==> config.mk <==
export PLATFORM = sky130hd
export DESIGN_NAME = frame_buffer_writer
export DESIGN_NICKNAME = d
export VERILOG_FILES = /design/src/rtl/vga_pkg.sv /design/src/rtl/fb_addr_counter.sv /design/src/rtl/frame_buffer_writer.sv
export SDC_FILE = /design/constraint.sdc
export NUM_CORES = 1
export LEC_CHECK = 0
export ABC_AREA = 1
export CORE_MARGIN = 3
export CORE_UTILIZATION = 50
export CTS_CLUSTER_DIAMETER = 40
export DETAILED_ROUTE_END_ITERATION = 6
export GPL_TIMING_DRIVEN = 0
export PLACE_DENSITY = 0.84
export SLEW_MARGIN = 20
export SYNTH_ARGS = -nofsm -noshare
export SYNTH_HDL_FRONTEND = slang
export SYNTH_SLANG_ARGS = --single-unit
==> constraint.sdc <==
create_clock -name clk -period 4.9 [get_ports clk]
set_input_delay 0.98 -clock clk [delete_from_list [all_inputs] [get_ports clk]]
set_output_delay 0.98 -clock clk [all_outputs]
set_load 0.02 [all_outputs]
==> src/rtl/vga_pkg.sv <==
// Shared VGA-pipeline constants: active raster geometry, frame-buffer widths and
// the frame_buffer_writer state encoding.
package vga_pkg;

  localparam int H_RES        = 640;
  localparam int V_RES        = 480;
  localparam int FRAME_PIXELS = H_RES * V_RES;
  localparam int DATA_W       = 8;
  localparam int ADDR_W       = 19;

  localparam logic [1:0] IDLE  = 2'd0;
  localparam logic [1:0] WRITE = 2'd1;
  localparam logic [1:0] DONE  = 2'd2;

endpackage

==> src/rtl/fb_addr_counter.sv <==
// Raster position counter: tracks x/y and a linear address that advances in step
// with x, so the address is always y*H_RES+x without a multiplier.
module fb_addr_counter
  import vga_pkg::*;
#(
  parameter int H_RES_P  = H_RES,
  parameter int V_RES_P  = V_RES,
  parameter int ADDR_W_P = ADDR_W,
  parameter int X_W      = $clog2(H_RES_P),
  parameter int Y_W      = $clog2(V_RES_P)
) (
  input  logic                clk,
  input  logic                rst,
  input  logic                clear,
  input  logic                en,
  output logic [ADDR_W_P-1:0] addr,
  output logic                last
);

  logic [X_W-1:0] x;
  logic [Y_W-1:0] y;

  assign last = (x == X_W'(H_RES_P - 1)) && (y == Y_W'(V_RES_P - 1));

  // The counter parks on the final pixel instead of wrapping; a clear starts the next frame.
  always_ff @(posedge clk) begin
    if (rst || clear) begin
      x    <= '0;
      y    <= '0;
      addr <= '0;
    end else if (en && !last) begin
      addr <= addr + 1'b1;
      if (x == X_W'(H_RES_P - 1)) begin
        x <= '0;
        y <= y + 1'b1;
      end else begin
        x <= x + 1'b1;
      end
    end
  end

endmodule

==> src/rtl/frame_buffer_writer.sv <==
// Writes the ALU pixel stream into a double-buffered frame buffer and swaps the
// display bank only after a complete frame has been written.
module frame_buffer_writer
  import vga_pkg::*;
#(
  parameter int H_RES_P  = H_RES,
  parameter int V_RES_P  = V_RES,
  parameter int DATA_W_P = DATA_W,
  parameter int ADDR_W_P = ADDR_W
) (
  input  logic                clk,
  input  logic                rst,
  input  logic [DATA_W_P-1:0] pixel_in,
  input  logic                pixel_in_valido,
  input  logic                frame_start,
  output logic                wr_en,
  output logic [ADDR_W_P-1:0] wr_addr,
  output logic [DATA_W_P-1:0] wr_data,
  output logic                wr_bank,
  output logic                rd_bank,
  output logic                frame_done,
  output logic                busy,
  output logic                err_abort,
  output logic                err_drop
);

  logic [1:0]          state;
  logic [1:0]          next_state;
  logic [ADDR_W_P-1:0] cnt_addr;
  logic                cnt_last;
  logic                last_pix;
  logic                write_now;
  logic                do_swap;
  logic                do_abort;
  logic                do_drop;

  fb_addr_counter #(
    .H_RES_P  (H_RES_P),
    .V_RES_P  (V_RES_P),
    .ADDR_W_P (ADDR_W_P)
  ) u_counter (
    .clk   (clk),
    .rst   (rst),
    .clear (frame_start),
    .en    (write_now),
    .addr  (cnt_addr),
    .last  (cnt_last)
  );

  // A frame_start that lands on the final pixel still lets that pixel through and counts as a completed frame.
  always_comb begin
    last_pix   = (state == WRITE) && pixel_in_valido && cnt_last;
    write_now  = (state == WRITE) && pixel_in_valido && (!frame_start || cnt_last);
    do_swap    = frame_start && ((state == DONE) || last_pix);
    do_abort   = frame_start && (state == WRITE) && !last_pix;
    do_drop    = pixel_in_valido && !write_now;
    next_state = state;
    case (state)
      IDLE:    if (frame_start) next_state = WRITE;
      WRITE:   if (last_pix && !frame_start) next_state = DONE;
      DONE:    if (frame_start) next_state = WRITE;
      default: next_state = IDLE;
    endcase
  end

  always_ff @(posedge clk) begin
    if (rst) begin
      state      <= IDLE;
      wr_en      <= 1'b0;
      wr_addr    <= '0;
      wr_data    <= '0;
      wr_bank    <= 1'b0;
      rd_bank    <= 1'b1;
      frame_done <= 1'b0;
      busy       <= 1'b0;
      err_abort  <= 1'b0;
      err_drop   <= 1'b0;
    end else begin
      state      <= next_state;
      busy       <= (next_state == WRITE);
      wr_en      <= write_now;
      frame_done <= last_pix;
      if (write_now) begin
        wr_addr <= cnt_addr;
        wr_data <= pixel_in;
      end
      if (do_swap) begin
        rd_bank <= wr_bank;
        wr_bank <= ~wr_bank;
      end
      if (do_abort) err_abort <= 1'b1;
      if (do_drop)  err_drop  <= 1'b1;
    end
  end

endmodule

==> images/final_clocks.png <==
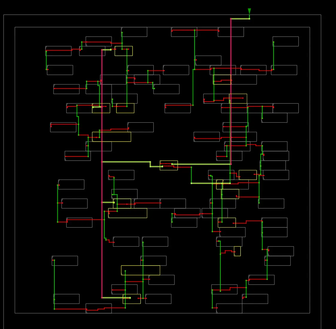
Clk power: 585 uW
flop count: 74
clock tree sinks: 74
Clock Buffer Count: 11

==> images/met2.png <==
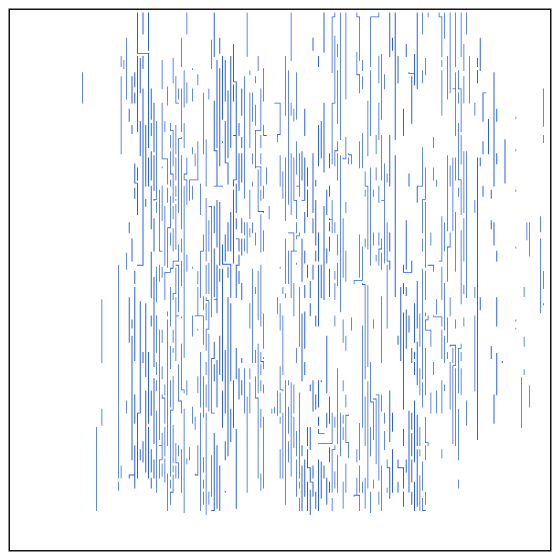
The layer holds 50% of the routed length. 462 nets have wire on it. The layer carries 4,060 um of wire.

==> flow_metrics.py <==
# Flow results
metrics = {
    "power_and_ir_drop": {
        "ir_drop_v": 0.000153,
        "maxPowerGroup": "registers",
        "cellLeakagePower_nw": 1.80,
        "switching_share_pct": 21.7,
        "power_frac_clock_pct": 45.0,
    },
    "setup_path": {
        "critPathMaxFanout": 10,
        "crit_path_end_kind": "register",
        "crit_arrival_ps": 2720,
        "path_class": "in2reg",
        "critPathBufInv": 3,
        "slowest_delay_ps": 530,
        "crit_chain": "clkdlybuf4s50_1 > nor2_1 > inv_1 > clkbuf_1 > a21oi_1",
        "critPathTopFamily": "buffers and inverters",
    },
    "detailed_routing": {
        "drt_iter0_markers": 176,
        "wl_met3_um": 272,
        "drc": 0,
        "vias": 3312,
    },
    "final_timing": {
        "setup_slack_ps": 2440,
        "skew_ps": 8.94,
        "finalHoldViolCount": 0,
        "whs_ps": 453,
        "slew_violations": 0,
        "maxSlewHeadroom_pct": 65.4,
        "fmax_mhz": 407,
    },
    "synthesis": {
        "top_cell_area_share_pct": 41.4,
        "synth_cells": 507,
        "aoi_share_pct": 10.4,
        "ff_type": "dfxtp_1",
        "synth.area.top_cells": "dfxtp_1 (41%), nand2_1 (13%), nor2_1 (9.1%)",
        "yosysTopAreaCell": "dfxtp_1",
        "ys_sh_xor_pct": 4.65,
        "ys.flops": 74,
    },
    "min_path": {
        "hold-path-endpoint": "err_drop$_SDFFE_PP0P_",
    },
    "clocking": {
        "clk_latency_ps": 350,
        "cts_tree": "built",
        "post_cts_buffers": 0,
        "hold_buffers": 0,
        "clk_pin_slew_ps": 80,
        "cts_buffer_depth": 2,
        "cts_root_buffer": "clkbuf_8",
        "cts_max_level": 3,
    },
    "final_layout": {
        "comb-cell-share_pct": 41.7,
        "n_all_inverters": 41,
        "layout-drive-gt1-share_pct": 10.8,
        "seq_share_pct": 33.8,
        "lay_top_count": "nand2_1",
        "seq_area_um2": 1480,
        "fin_nets": 577,
        "final_cells": 663,
        "comb_area_um2": 1830,
        "area_growth_pct": 22.7,
        "largest_class": "multi-input combinational cells",
    },
    "global_routing": {
        "busiest_layer": "met2",
        "antenna_found_initial": 0,
        "grt.overflow.total": 0,
        "use_met2_pct": 35.6,
        "globalRouteTotalUtil_pct": 20.4,
        "grt_pass1_wl_um": 13800,
        "grt_max_degree": 13,
    },
    "placed_design": {
        "dp_hpwl_um": 5840,
        "post_dp_cell_area_um2": 4140,
        "dpl_worst_slack_ps": 2090,
    },
    "die": {
        "taps": 96,
        "ios": 46,
    },
    "outcome": {
        "outcome": "finished, final reports clean",
    },
}
==> images/met1.png <==
The bar under the picture is 20 um long. Cells faint in the background.
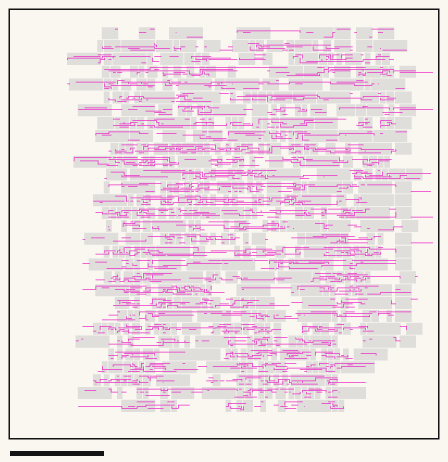
The longest straight run is 29.0 um. The layer carries 3,600 um of wire. The wires run mostly horizontal.

==> images/met3.png <==
The bar under the picture is 20 um long.
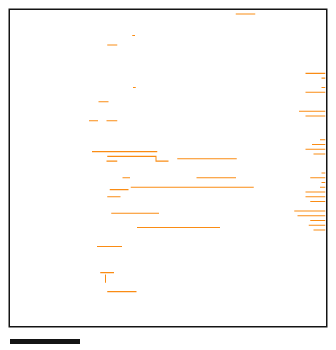
The layer carries 272 um of wire. The layer holds 3.4% of the routed length. The longest straight run is 35.0 um. The wires run mostly horizontal.

Power is estimated from default activity; no workload was simulated.
